Figure 1. Clock wires, drivers and flops.
Scale bar: 10 um.
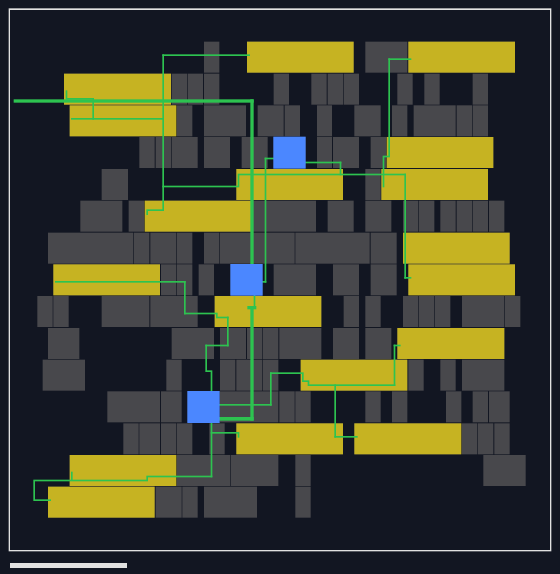
Figure 2. Gate families picked out.
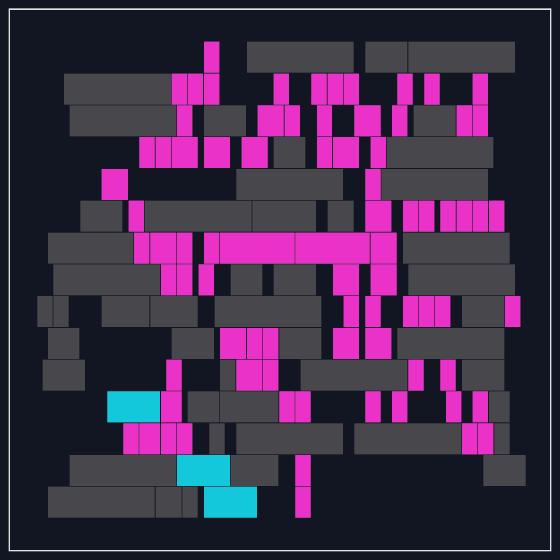
Figure 3. Signal wires by layer.
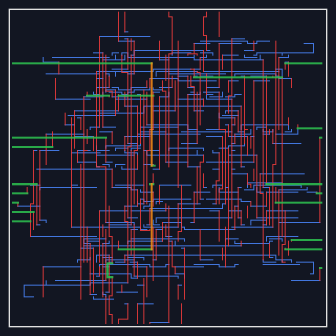
Figure 4. Clock wiring as the flow saved it.
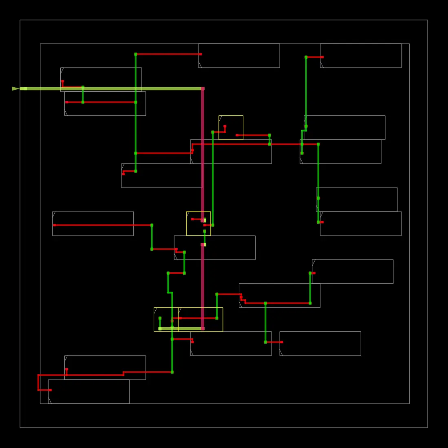
## config.mk

```make
export PLATFORM = sky130hd
export DESIGN_NAME = load_tid_allocator
export DESIGN_NICKNAME = d
export VERILOG_FILES = /design/src/rtl/load_tid_allocator.sv
export SDC_FILE = /design/constraint.sdc
export NUM_CORES = 1
export LEC_CHECK = 0
export ABC_AREA = 1
export ABC_CLOCK_PERIOD_IN_PS = 2000
export CORE_MARGIN = 2
export CORE_UTILIZATION = 55
export DETAILED_ROUTE_END_ITERATION = 8
export DONT_BUFFER_PORTS = 1
export GPL_TIMING_DRIVEN = 0
export PLACE_DENSITY = 0.77
export SLEW_MARGIN = 0
export SYNTH_ARGS = -nofsm -noshare
export SYNTH_HDL_FRONTEND = slang
export SYNTH_SLANG_ARGS = --single-unit
```

## constraint.sdc

```tcl
create_clock -name clk_i -period 2 [get_ports clk_i]
set_clock_uncertainty 0.1 [all_clocks]
set_input_delay 0.2 -clock clk_i [delete_from_list [all_inputs] [get_ports clk_i]]
set_output_delay 0.2 -clock clk_i [all_outputs]
set_load 0.02 [all_outputs]
```

## src/rtl/load_tid_allocator.sv

```systemverilog
// Transaction-ID allocator for outstanding loads: hands out the lowest free ID,
// stores per-entry metadata, and releases entries when responses return.
module load_tid_allocator #(
  parameter int unsigned NrEntries = 2,
  parameter int unsigned MetaWidth = 8,
  localparam int unsigned IdWidth  = (NrEntries > 1) ? $clog2(NrEntries) : 1,
  localparam int unsigned CntWidth = $clog2(NrEntries + 1)
) (
  input  logic                 clk_i,
  input  logic                 rst_i,
  input  logic                 flush_i,
  input  logic                 alloc_req_i,
  input  logic [MetaWidth-1:0] alloc_meta_i,
  output logic                 alloc_gnt_o,
  output logic [IdWidth-1:0]   alloc_id_o,
  input  logic                 free_valid_i,
  input  logic [IdWidth-1:0]   free_id_i,
  output logic [MetaWidth-1:0] free_meta_o,
  output logic                 free_err_o,
  output logic                 full_o,
  output logic                 empty_o,
  output logic [CntWidth-1:0]  count_o
);

  logic [NrEntries-1:0] valid_q;
  logic [NrEntries-1:0] valid_d;
  logic [MetaWidth-1:0] meta_q [NrEntries];
  logic                 free_hit;

  assign full_o      = &valid_q;
  assign empty_o     = ~|valid_q;
  assign alloc_gnt_o = alloc_req_i & ~full_o & ~flush_i;
  // Out-of-range IDs never match an entry, so they read as invalid.
  assign free_err_o  = free_valid_i & ~free_hit;

  always_comb begin
    alloc_id_o  = '0;
    free_hit    = 1'b0;
    free_meta_o = '0;
    count_o     = '0;
    for (int i = NrEntries - 1; i >= 0; i--) begin
      if (!valid_q[i]) alloc_id_o = IdWidth'(i);
    end
    for (int i = 0; i < NrEntries; i++) begin
      if (free_id_i == IdWidth'(i)) begin
        free_hit    = valid_q[i];
        free_meta_o = meta_q[i];
      end
      count_o = count_o + CntWidth'(valid_q[i]);
    end
  end

  // Freed entry and granted entry can never coincide: the grant always targets an invalid slot.
  always_comb begin
    valid_d = valid_q;
    if (flush_i) begin
      valid_d = '0;
    end else begin
      for (int i = 0; i < NrEntries; i++) begin
        if (free_valid_i && !free_err_o && free_id_i == IdWidth'(i)) valid_d[i] = 1'b0;
        if (alloc_gnt_o && alloc_id_o == IdWidth'(i)) valid_d[i] = 1'b1;
      end
    end
  end

  always_ff @(posedge clk_i or posedge rst_i) begin
    if (rst_i) begin
      valid_q <= '0;
      for (int i = 0; i < NrEntries; i++) meta_q[i] <= '0;
    end else begin
      valid_q <= valid_d;
      for (int i = 0; i < NrEntries; i++) begin
        if (alloc_gnt_o && alloc_id_o == IdWidth'(i)) meta_q[i] <= alloc_meta_i;
      end
    end
  end

endmodule

```

==> impl_metrics.yaml <==
# implementation run metrics
placed_design:
  place.gp.congestion: 0.816
  io_buffers: 0
  dpl_cell_area_mm2: 0.00101
  place_hpwl_um: 1330
  dp.cells: 142
setup_path:
  r2r-start: "valid_q[0]"
  slowest_delay_ps: 440
  crit_fanout: 5
  critPathCaptureType: "output port"
  cpMaxStageDelayCell: "dfrtp_1"
  crit_family: "flip-flops"
  reg2reg_to: "meta_q[2]"
  start_kind: "flop"
  regToRegSetupSlack_ps: 390
  critPathKind: "flop to output port"
  reg2reg_depth: 5
  cp_cell_sequence: "ha_1, nor3_2"
logic_synthesis:
  syn_area_um2: 980
  synth-area-yosys_um2: 980
  synth_area_per_cell_um2: 8.37
  synth_nets: 134
  synthCells: 117
  synth_flops: 18
  ys_seq_share_pct: 46.0
  yosys_cells: 117
  synth-warning-count: 0
  synthDistinctLibCells: 16
power:
  power_leader: "sequential cells"
  p_comb_mw: 0.303
  power.density_mw_per_mm2: 896
  p_int_mw: 0.660
  seq-power_mw: 0.499
  leakage_nw: 0.610
  switching_power_mw: 0.372
  power.total_mw: 1.03
  switching_share_pct: 36.1
cts:
  cts_resized: 1
  clockBufferDepth: 2
  cts_htree_levels: 1
  tritoncts: "built"
  holdBufCountCts: 10
  path_clk_slew_ps: 110
  post_cts_buffers: 0
layout:
  final_nets: 149
  largest_register_ffs: 16
  area_growth_pct: 17.6
  largest-register: "meta_q"
  antenna_cells: 0
  finalNonFillerCells: 156
  drive_above_1_share_pct: 13.7
  fin_area_mm2: 0.00115
  reg_top3: "meta_q x16, valid_q x2"
global_route:
  antenna_found_initial: 0
  use_met1_pct: 27.7
  grt_pass1_wl_um: 3240
  grt_overflow: 0
  grt-busiest-layer: "met2"
  grt_pass1_vias: 730
  grt.total_usage_pct: 21.7
final_timing:
  maxSlewViolCount: 0
  tns_ps: 0
  worst-slew-pin-transition_ps: 700
  fin_crit_ps: 1860
  report.final.setup_viol: 0
  holdWs_ps: 8.87
  slew_headroom_pct: 53.3
  hold_violations: 0
  rsz0062_at_grt: "false"
  fin_crit_sh_pct: 92.8
floorplanning:
  chip_area_mm2: 0.00213
  ios: 29
  initial_core_util_pct: 57.4
  die_w_um: 46.2
  die-height_um: 46.2
route:
  route.met2.wl_um: 1030
  dr.max_layer_used: "met4"
  drtPass1Iterations: 4
  via_per_inst: 5.40
  drt_iter0_drc: 20
  post-route-drc-count: 0
  wl_met3_um: 115
  wl_met1_um: 928
  ant_nets: 0
  wirelength_um: 2100
  post_drt_wl_per_cell_um: 13.4
outcome:
  status: "finished, final reports clean"
worst_hold_path:
  worstHoldPathCells: 3
  hold_path_end: "valid_q[0]"
  min_from: "free_valid_i"
  worst_hold_path_type: "input port to flop"
Back to the opening pictures, Figure 1:
blue -> cells driving clock nets  # count 3
green -> clock wires  # length 237 um
yellow -> flip-flops  # count 18
flops lie = spread over the die
clk latency late pin: 300 ps
Clk pwr share: 22.3%

Back to the opening pictures, Figure 2:
magenta -> NAND gates  # cells 80
cyan -> adder and majority cells  # cells 3

Back to the opening pictures, Figure 3:
green -> met3  # wire length 115 um
blue -> met1  # wire length 928 um
orange -> met4  # wire length 24.5 um
red -> met2  # wire length 1030 um

Back to the opening pictures, Figure 4:
clock group total power: 0.230 mW
clock buf count: 4
CTS buffer count: 3
CTS sink cnt: 18

## synth_stat cells
cell type | count | share of area [%]
nand2_1 | 60 | 23
inv_2 | 3 | 1.1
buf_2 | 1 | 0.51
inv_4 | 1 | 0.64
buf_8 | 1 | 1.5
o22ai_1 | 1 | 0.64
nand4_1 | 16 | 10
dfrtp_1 | 18 | 46
buf_4 | 1 | 0.77
nand3_4 | 2 | 3.6
buf_6 | 3 | 3.4
nand3_1 | 2 | 1.0
nor2_8 | 1 | 2.0
inv_1 | 3 | 1.1
ha_1 | 3 | 3.8
nor3_1 | 1 | 0.51
## worst max path at each step
| stage | from | endpoint | slack (ps) |
|---|---|---|---|
| final | valid_q[0] | alloc_gnt_o | 140 |
| after global routing | valid_q[0] | alloc_gnt_o | 100 |
| after CTS | valid_q[0] | alloc_gnt_o | 140 |
| after detailed placement | valid_q[0] | alloc_gnt_o | 310 |
| after global placement | valid_q[0] | alloc_gnt_o | 320 |
| after floorplan | valid_q[0] | alloc_gnt_o | 380 |
## cells by family after synthesis
kind of cell | Yosys count | share of synthesized area [%]
and+or+nand+nor | 82 | 40.4
DFF | 18 | 46.0
AOI/OAI and AO/OA | 1 | 0.639
adders and majority gates | 3 | 3.83
buffers and inverters | 13 | 9.19
## worst min-delay path: cells and delay by family
family / cells / cell delay (ps)
and+or+nand+nor: 3 / 180
## area by class of cell
cell class	instances	area (um^2)
Fill cell	147	556
Multi-Input combinational cell	86	444
Inverter	7	28.8
Timing Repair Buffer	10	100
Buffer	6	61.3
Sequential cell	18	450
Clock buffer	4	36.3
Tap cell	25	31.3
## stage by stage
step / utilization, % / setup slack [ps]
after CTS: 67.5 / 138
after global placement: 59.2 / 321
after floorplan: - / 381
after detailed placement: 59.2 / 311
after global routing: 67.5 / 98.0
final: 67.5 / 144
Power is estimated from default activity; no workload was simulated.
